Fig. 1: drive-strength map
Scale bar: 20 um.
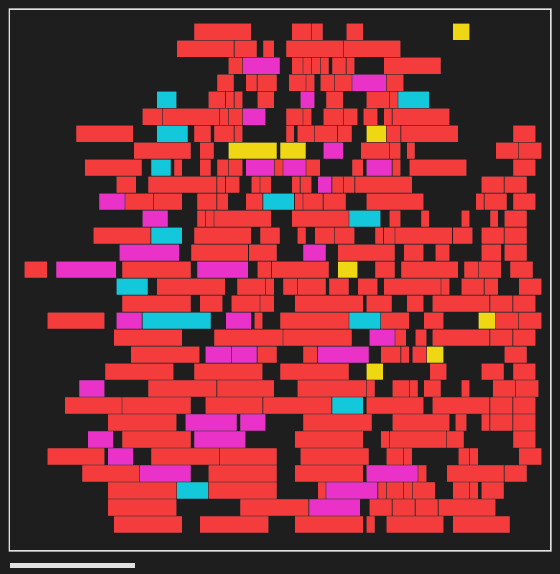
Fig. 2: track usage over the die
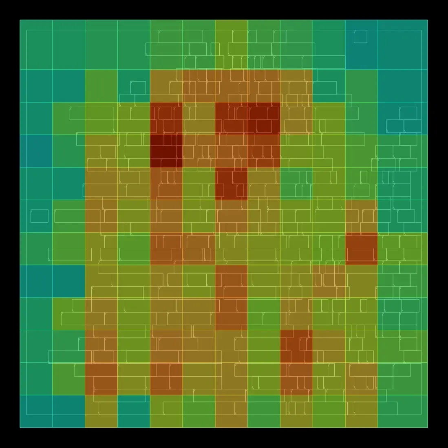
Fig. 3: close-up of the layout
Scale bar: 10 um. Region (23, 6) to (63, 46) um. Cells in gray, sequential cells in the stronger gray; small squares are vias.
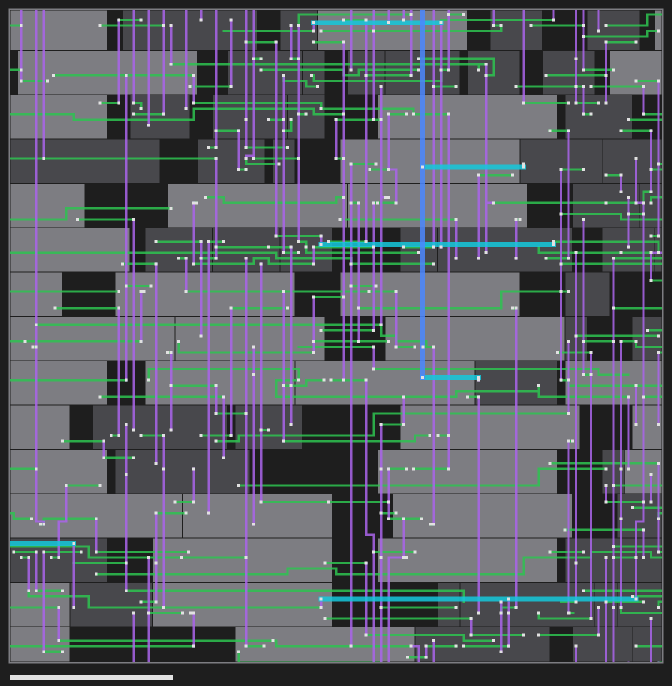
Fig. 4: signal wires on met1
Scale bar: 20 um. Supply wires on this layer in gray.
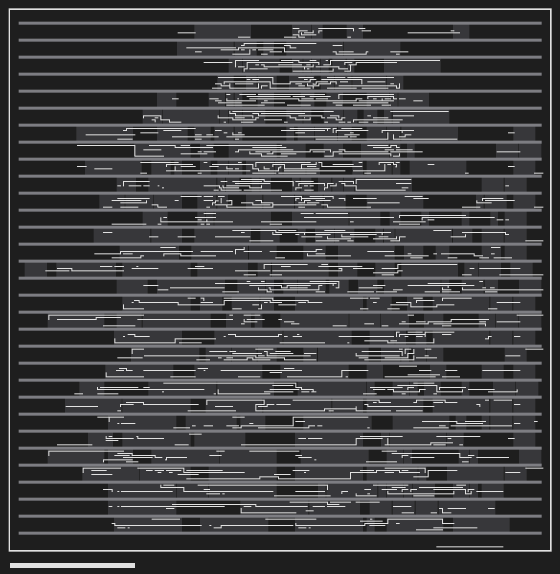
--- src/rtl/uart_rx_port_pkg.sv ---
// uart_rx_port_pkg
// Shared definitions for the memory-mapped UART receiver:
//   - register offsets of the DATA and STATUS words
//   - bit positions inside the STATUS word
//   - receiver FSM state encoding
//   - value returned when DATA is read while the FIFO is empty
package uart_rx_port_pkg;

  localparam logic [31:0] UART_RX_DATA   = 32'h0000_0000;
  localparam logic [31:0] UART_RX_STATUS = 32'h0000_0004;

  // The bus carries a single word-select bit, which is bit 2 of the byte offset
  localparam logic ADDR_SEL_DATA   = UART_RX_DATA[2];
  localparam logic ADDR_SEL_STATUS = UART_RX_STATUS[2];

  localparam int ST_NOT_EMPTY = 0;
  localparam int ST_OVERRUN   = 1;
  localparam int ST_FERR      = 2;

  localparam logic [31:0] EMPTY_READ = 32'hFFFF_FFFF;

  typedef enum logic [2:0] {
    S_IDLE,
    S_START,
    S_DATA,
    S_STOP,
    S_WAIT_HIGH
  } rx_state_e;

endpackage

--- src/rtl/uart_rx_port_if.sv ---
// uart_rx_port_if
// Data-bus connection between the core (master) and the UART receiver (slave).
//   valid  : request, already address-decoded for this peripheral
//   write  : 1 = write, 0 = read
//   wmask  : byte enables for writes
//   wdata  : write data
//   addr   : word select, 0 = DATA, 1 = STATUS
//   rdata  : registered read data, one cycle latency
//   irq    : high while received bytes are waiting
interface uart_rx_port_if;
  logic        valid;
  logic        write;
  logic [3:0]  wmask;
  logic [31:0] wdata;
  logic        addr;
  logic [31:0] rdata;
  logic        irq;

  modport master (
    output valid, write, wmask, wdata, addr,
    input  rdata, irq
  );

  modport slave (
    input  valid, write, wmask, wdata, addr,
    output rdata, irq
  );
endinterface

--- src/rtl/uart_rx_fifo.sv ---
// uart_rx_fifo
// Synchronous byte FIFO of depth 2**FIFO_LOG2 (FIFO_LOG2 >= 1).
//   clk, rstn : clock, asynchronous active-low reset
//   push_i    : write data_i; ignored when full unless pop_i frees a slot
//   pop_i     : drop the head entry; ignored when empty
//   data_i    : byte to store
//   data_o    : current head entry (valid while !empty_o)
//   full_o    : no free slot
//   empty_o   : no entry stored
module uart_rx_fifo #(
  parameter int FIFO_LOG2 = 2
) (
  input  logic       clk,
  input  logic       rstn,
  input  logic       push_i,
  input  logic       pop_i,
  input  logic [7:0] data_i,
  output logic [7:0] data_o,
  output logic       full_o,
  output logic       empty_o
);

  localparam int DEPTH = 1 << FIFO_LOG2;
  localparam int PW    = FIFO_LOG2 + 1;

  logic [PW-1:0] wrPtr_q, wrPtr_d;
  logic [PW-1:0] rdPtr_q, rdPtr_d;
  logic [7:0]    mem_q [DEPTH];
  logic          doPush;
  logic          doPop;

  // The extra pointer MSB distinguishes a full FIFO from an empty one
  assign empty_o = (wrPtr_q == rdPtr_q);
  assign full_o  = (wrPtr_q[PW-1] != rdPtr_q[PW-1]) &&
                   (wrPtr_q[PW-2:0] == rdPtr_q[PW-2:0]);

  assign doPop  = pop_i & ~empty_o;
  assign doPush = push_i & (~full_o | doPop);

  assign data_o = mem_q[rdPtr_q[PW-2:0]];

  always_comb begin
    wrPtr_d = wrPtr_q;
    rdPtr_d = rdPtr_q;
    if (doPush) wrPtr_d = wrPtr_q + PW'(1);
    if (doPop)  rdPtr_d = rdPtr_q + PW'(1);
  end

  always_ff @(posedge clk or negedge rstn) begin
    if (!rstn) begin
      wrPtr_q <= '0;
      rdPtr_q <= '0;
    end else begin
      wrPtr_q <= wrPtr_d;
      rdPtr_q <= rdPtr_d;
    end
  end

  // Storage needs no reset; the pointers define which entries are meaningful
  always_ff @(posedge clk) begin
    if (doPush) mem_q[wrPtr_q[PW-2:0]] <= data_i;
  end

endmodule

--- src/rtl/uart_rx_port.sv ---
// uart_rx_port
// Memory-mapped 8N1 UART receiver. Frames arriving on rx are deserialised
// into a small FIFO which the core drains through the data bus.
//   clk  : clock, all logic on the rising edge
//   rstn : asynchronous active-low reset
//   rx   : serial input, asynchronous to clk, idle high
//   bus  : slave side of uart_rx_port_if (DATA / STATUS registers, irq)
// STATUS = {29'b0, ferr, overrun, not_empty}; writing 1 to bit 1 / bit 2
// clears overrun / ferr. Reading DATA pops the head byte, or returns all
// ones when nothing has been received.
module uart_rx_port
  import uart_rx_port_pkg::*;
#(
  parameter int CLKS_PER_BIT = 868,
  parameter int FIFO_LOG2    = 2
) (
  input  logic           clk,
  input  logic           rstn,
  input  logic           rx,
  uart_rx_port_if.slave  bus
);

  localparam int CW = $clog2(CLKS_PER_BIT);
  localparam logic [CW-1:0] HALF_LOAD = CW'(CLKS_PER_BIT / 2 - 1);
  localparam logic [CW-1:0] FULL_LOAD = CW'(CLKS_PER_BIT - 1);

  logic          rxMeta_q, rxSync_q;
  rx_state_e     state_q, state_d;
  logic [CW-1:0] cnt_q, cnt_d;
  logic [2:0]    bitCnt_q, bitCnt_d;
  logic [7:0]    shift_q, shift_d;
  logic          overrun_q, overrun_d;
  logic          ferr_q, ferr_d;
  logic [31:0]   rdata_q, rdata_d;

  logic          cntZero;
  logic          stopGood, stopBad;
  logic          isRead, dataRead, popReq, pushReq;
  logic          statusWrite, setOverrun, clrOverrun, clrFerr;
  logic          fifoFull, fifoEmpty;
  logic [7:0]    fifoHead;
  logic [31:0]   statusWord;
  logic          unusedBus;

  // Two-flop synchroniser; resets to the idle line level so that reset
  // release never looks like a start bit
  always_ff @(posedge clk or negedge rstn) begin
    if (!rstn) begin
      rxMeta_q <= 1'b1;
      rxSync_q <= 1'b1;
    end else begin
      rxMeta_q <= rx;
      rxSync_q <= rxMeta_q;
    end
  end

  assign cntZero = (cnt_q == '0);

  // Receiver FSM next-state logic. The counter is loaded with half a bit on
  // the start edge so every later sample lands in the middle of a bit.
  always_comb begin
    state_d  = state_q;
    cnt_d    = cnt_q;
    bitCnt_d = bitCnt_q;
    shift_d  = shift_q;
    stopGood = 1'b0;
    stopBad  = 1'b0;
    case (state_q)
      S_IDLE: begin
        if (!rxSync_q) begin
          state_d = S_START;
          cnt_d   = HALF_LOAD;
        end
      end
      S_START: begin
        if (!cntZero) begin
          cnt_d = cnt_q - CW'(1);
        end else if (!rxSync_q) begin
          state_d  = S_DATA;
          cnt_d    = FULL_LOAD;
          bitCnt_d = 3'd0;
        end else begin
          state_d = S_IDLE;
        end
      end
      S_DATA: begin
        if (!cntZero) begin
          cnt_d = cnt_q - CW'(1);
        end else begin
          shift_d = {rxSync_q, shift_q[7:1]};
          cnt_d   = FULL_LOAD;
          if (bitCnt_q == 3'd7) state_d = S_STOP;
          else bitCnt_d = bitCnt_q + 3'd1;
        end
      end
      S_STOP: begin
        if (!cntZero) begin
          cnt_d = cnt_q - CW'(1);
        end else if (rxSync_q) begin
          stopGood = 1'b1;
          state_d  = S_IDLE;
        end else begin
          stopBad = 1'b1;
          state_d = S_WAIT_HIGH;
        end
      end
      S_WAIT_HIGH: begin
        if (rxSync_q) state_d = S_IDLE;
      end
      default: state_d = S_IDLE;
    endcase
  end

  always_ff @(posedge clk or negedge rstn) begin
    if (!rstn) begin
      state_q  <= S_IDLE;
      cnt_q    <= '0;
      bitCnt_q <= 3'd0;
      shift_q  <= 8'd0;
    end else begin
      state_q  <= state_d;
      cnt_q    <= cnt_d;
      bitCnt_q <= bitCnt_d;
      shift_q  <= shift_d;
    end
  end

  // Bus decode. A pop in the same cycle as a push into a full FIFO frees
  // the slot, so that byte is accepted rather than counted as an overrun.
  assign isRead      = bus.valid & ~bus.write;
  assign dataRead    = isRead & (bus.addr == ADDR_SEL_DATA);
  assign popReq      = dataRead & ~fifoEmpty;
  assign pushReq     = stopGood & (~fifoFull | popReq);
  assign setOverrun  = stopGood & fifoFull & ~popReq;
  assign statusWrite = bus.valid & bus.write & bus.wmask[0] &
                       (bus.addr == ADDR_SEL_STATUS);
  assign clrOverrun  = statusWrite & bus.wdata[ST_OVERRUN];
  assign clrFerr     = statusWrite & bus.wdata[ST_FERR];
  assign unusedBus   = ^{bus.wmask[3:1], bus.wdata[31:3], bus.wdata[0]};

  uart_rx_fifo #(
    .FIFO_LOG2 (FIFO_LOG2)
  ) u_fifo (
    .clk     (clk),
    .rstn    (rstn),
    .push_i  (pushReq),
    .pop_i   (popReq),
    .data_i  (shift_q),
    .data_o  (fifoHead),
    .full_o  (fifoFull),
    .empty_o (fifoEmpty)
  );

  always_comb begin
    statusWord               = 32'd0;
    statusWord[ST_NOT_EMPTY] = ~fifoEmpty;
    statusWord[ST_OVERRUN]   = overrun_q;
    statusWord[ST_FERR]      = ferr_q;
  end

  // Sticky flags: a set arriving together with a clear must not be lost,
  // so the set term is ORed in after the clear is applied
  always_comb begin
    overrun_d = setOverrun | (overrun_q & ~clrOverrun);
    ferr_d    = stopBad | (ferr_q & ~clrFerr);
  end

  // Read data is captured on the edge that samples the request and holds
  // otherwise, matching the data memory latency seen by the core
  always_comb begin
    rdata_d = rdata_q;
    if (isRead) begin
      if (bus.addr == ADDR_SEL_STATUS) rdata_d = statusWord;
      else if (fifoEmpty)              rdata_d = EMPTY_READ;
      else                             rdata_d = {24'd0, fifoHead};
    end
  end

  always_ff @(posedge clk or negedge rstn) begin
    if (!rstn) begin
      overrun_q <= 1'b0;
      ferr_q    <= 1'b0;
      rdata_q   <= 32'd0;
    end else begin
      overrun_q <= overrun_d;
      ferr_q    <= ferr_d;
      rdata_q   <= rdata_d;
    end
  end

  assign bus.rdata = rdata_q;
  assign bus.irq   = ~fifoEmpty;

endmodule

--- src/flat_wrapper.sv ---
// flat-port wrapper written by rule: the top's interface ports become plain ports
module uart_rx_port_flat import uart_rx_port_pkg::*;
#(
  parameter int CLKS_PER_BIT = 868,
  parameter int FIFO_LOG2    = 2
)
  (clk, rstn, rx, bus_valid, bus_write, bus_wmask, bus_wdata, bus_addr, bus_rdata, bus_irq);
  uart_rx_port_if bus_i ();
  input  logic clk;
  input  logic rstn;
  input  logic rx;
  input wire logic [$bits(bus_i.valid)-1:0] bus_valid;
  input wire logic [$bits(bus_i.write)-1:0] bus_write;
  input wire logic [$bits(bus_i.wmask)-1:0] bus_wmask;
  input wire logic [$bits(bus_i.wdata)-1:0] bus_wdata;
  input wire logic [$bits(bus_i.addr)-1:0] bus_addr;
  output wire logic [$bits(bus_i.rdata)-1:0] bus_rdata;
  output wire logic [$bits(bus_i.irq)-1:0] bus_irq;
  assign bus_i.valid = bus_valid;
  assign bus_i.write = bus_write;
  assign bus_i.wmask = bus_wmask;
  assign bus_i.wdata = bus_wdata;
  assign bus_i.addr = bus_addr;
  assign bus_rdata = bus_i.rdata;
  assign bus_irq = bus_i.irq;
  uart_rx_port #(.CLKS_PER_BIT(CLKS_PER_BIT), .FIFO_LOG2(FIFO_LOG2)) u_core (.clk(clk), .rstn(rstn), .rx(rx), .bus(bus_i));
endmodule
--- config.mk ---
export PLATFORM = sky130hd
export DESIGN_NAME = uart_rx_port_flat
export DESIGN_NICKNAME = d
export VERILOG_FILES = /design/src/rtl/uart_rx_port_pkg.sv /design/src/rtl/uart_rx_port_if.sv /design/src/rtl/uart_rx_fifo.sv /design/src/rtl/uart_rx_port.sv /design/src/flat_wrapper.sv
export SDC_FILE = /design/constraint.sdc
export NUM_CORES = 1
export LEC_CHECK = 0
export CAP_MARGIN = 20
export CORE_UTILIZATION = 50
export DETAILED_ROUTE_END_ITERATION = 10
export GPL_ROUTABILITY_DRIVEN = 0
export PLACE_DENSITY = 0.79
export SLEW_MARGIN = 40
export SYNTH_ARGS = -nofsm -noshare
export SYNTH_HDL_FRONTEND = slang
export SYNTH_SLANG_ARGS = --single-unit
export TNS_END_PERCENT = 5
--- constraint.sdc ---
create_clock -name clk -period 4.14 [get_ports clk]
set_input_delay 0.828 -clock clk [delete_from_list [all_inputs] [get_ports clk]]
set_output_delay 0.828 -clock clk [all_outputs]
set_load 0.05 [all_outputs]
==> flow_metrics.env <==
# yosys + openroad results
export IMPL_fin_nets=348
export IMPL_insertedDiodeCount=0
export IMPL_cts_hold_buffers_added=0
export IMPL_initCoreUtil_pct=52.2
export IMPL_regToRegSetupSlack_ps=1290
export IMPL_core_um2=6830
export IMPL_yosys_area_share_aoi_pct=10.9
export IMPL_drive_above_1_share_pct=16.8
export IMPL_cts_tree="done"
export IMPL_synth_simple_area_share_pct=11.2
export IMPL_avgViaCountPerCell=5.56
export IMPL_die_width_um=86.5
export IMPL_floorplan_nets=327
export IMPL_place_ws_ps=1020
export IMPL_synth_area_per_cell_um2=12.9
export IMPL_yosys_stat_area_um2=3570
export IMPL_yosys_stat_seqShare_pct=57.2
export IMPL_reg2reg_from="u_core.cnt_q[0]"
export IMPL_max_cap_viol_count=0
export IMPL_synth_xor_area_share_pct=1.72
export IMPL_dpl_cell_area_um2=3900
export IMPL_worst_setup_path_endpoint="bus_irq"
export IMPL_grt_met3_usage_pct=3.62
export IMPL_clock_fmax_mhz=303
export IMPL_cts_root_to_sink_buffers=2
export IMPL_reg2reg_capture_point="u_core.u_fifo.mem_q[2][4]"
export IMPL_groute_usage_overall_pct=18.9
export IMPL_worstRegToRegCells=6
export IMPL_cp_slowest_cell="sky130_fd_sc_hd__clkdlybuf4s50_1"
export IMPL_grt_start_max_net_pins=44
export IMPL_outcome="finished, final reports clean"
export IMPL_irDropWorstVdd_uv=219
export IMPL_launch_instance_of_the_worst_min_delay_path="u_core.rxMeta_q"
Notes on Fig. 1 above:
x3 and x4 -> yellow  # cells 8, share 2.6%, most used buf_4
x6 and larger -> cyan  # cells 12, share 4.0%, most used clkbuf_8
x2 -> magenta  # cells 31, share 10%, most used mux2_2
x1 and smaller -> red  # cells 252, share 83%, most used dfrtp_1
setup slack after layout: 838 ps
non-clock buffer instance count of the final layout: 43
final std cell area, no fill: 4100 um2
synth-to-layout area growth: 15.0%

Notes on Fig. 2 above:
GR Layer Usage met2: 30.4%
GR peak layer: met2

Notes on Fig. 3 above:
M3 -> cyan
M2 -> purple
M4 -> blue
M1 -> green
netlist names of flops here include = `u_core.u_fifo.mem_q` (23), `u_core.shift_q` (3)
most frequent = edfxtp_1 (23), mux4_2 (8)
sequential cells in the window = 28
cells with their middle in the window = 73

Notes on Fig. 4 above:
nets with wire on the layer = 276
wire length on this layer = 2,960 um
longest straight run = 21.2 um
main direction = horizontal
share of all routed wire = 46%
DR vias: 2,218
detailed-route wire length: 6480 um
global routing usage on met1: 25.4%

synth_stat cells (4+ instances only):
| cell | count |
|---|---|
| sky130_fd_sc_hd__a211oi_1 | 4 |
| sky130_fd_sc_hd__a21oi_1 | 7 |
| sky130_fd_sc_hd__a22o_1 | 4 |
| sky130_fd_sc_hd__a31oi_1 | 5 |
| sky130_fd_sc_hd__and2_1 | 4 |
| sky130_fd_sc_hd__buf_4 | 23 |
| sky130_fd_sc_hd__clkbuf_1 | 8 |
| sky130_fd_sc_hd__dfrtp_1 | 41 |
| sky130_fd_sc_hd__edfxtp_1 | 32 |
| sky130_fd_sc_hd__ha_1 | 8 |
| sky130_fd_sc_hd__inv_1 | 11 |
| sky130_fd_sc_hd__mux2_2 | 12 |
| sky130_fd_sc_hd__mux4_2 | 8 |
| sky130_fd_sc_hd__nand2_1 | 19 |
| sky130_fd_sc_hd__nor2_1 | 15 |
| sky130_fd_sc_hd__nor3_1 | 5 |
| sky130_fd_sc_hd__nor3b_1 | 4 |
| sky130_fd_sc_hd__o21ai_0 | 6 |
| sky130_fd_sc_hd__o31ai_1 | 8 |
| sky130_fd_sc_hd__xnor2_1 | 4 |
critical path, delay by kind of cell, from the launching register on:
kind,cells,cell delay [ps]
buffers and inverters,2,790
DFF,1,650
and+or+nand+nor,1,490
xor gates and xnor gates,1,190
cell usage in the layout (no fill, tap or decap), types with 3 or more instances in the layout:
cell type / instances
sky130_fd_sc_hd__nor3b_1: 4
sky130_fd_sc_hd__mux4_2: 8
sky130_fd_sc_hd__a211oi_1: 4
sky130_fd_sc_hd__nor3_1: 4
sky130_fd_sc_hd__nand2_1: 19
sky130_fd_sc_hd__inv_1: 11
sky130_fd_sc_hd__a22o_1: 4
sky130_fd_sc_hd__clkbuf_8: 9
sky130_fd_sc_hd__a21oi_1: 7
sky130_fd_sc_hd__dfrtp_1: 41
sky130_fd_sc_hd__xor2_1: 3
sky130_fd_sc_hd__or3_1: 3
sky130_fd_sc_hd__buf_4: 3
sky130_fd_sc_hd__and2_1: 4
sky130_fd_sc_hd__o21ai_0: 6
sky130_fd_sc_hd__nand2b_1: 3
sky130_fd_sc_hd__a31oi_1: 5
sky130_fd_sc_hd__nor2_1: 15
sky130_fd_sc_hd__clkdlybuf4s50_1: 40
sky130_fd_sc_hd__ha_1: 8
sky130_fd_sc_hd__edfxtp_1: 32
sky130_fd_sc_hd__mux2_2: 12
sky130_fd_sc_hd__xnor2_1: 4
sky130_fd_sc_hd__o31ai_1: 8
metal layers:
layer / routed length (um) / vias up
met2: 3080 / 69
li1: - / 1053
met5: 0 / -
met3: 322 / 12
met4: 119 / 0
met1: 2960 / 1084
power breakdown:
part / internal (uW) / switching (uW) / total [uW]
combinational: 243 / 469 / 712
sequential: 812 / 55.2 / 867
clock: 285 / 283 / 568
total: 1340 / 808 / 2150
cell type report:
| class | count | share of cell area [%] |
|---|---|---|
| clock buffers | 10 | 3.11 |
| well taps | 96 | 2.93 |
| multi-input cells | 158 | 31.1 |
| clock inverters | 6 | 1.77 |
| flip-flops and latches | 75 | 49.7 |
| inverters | 11 | 1.01 |
| repair buffers | 43 | 10.3 |
No activity file was given, so power comes from the tool's default toggle rates.
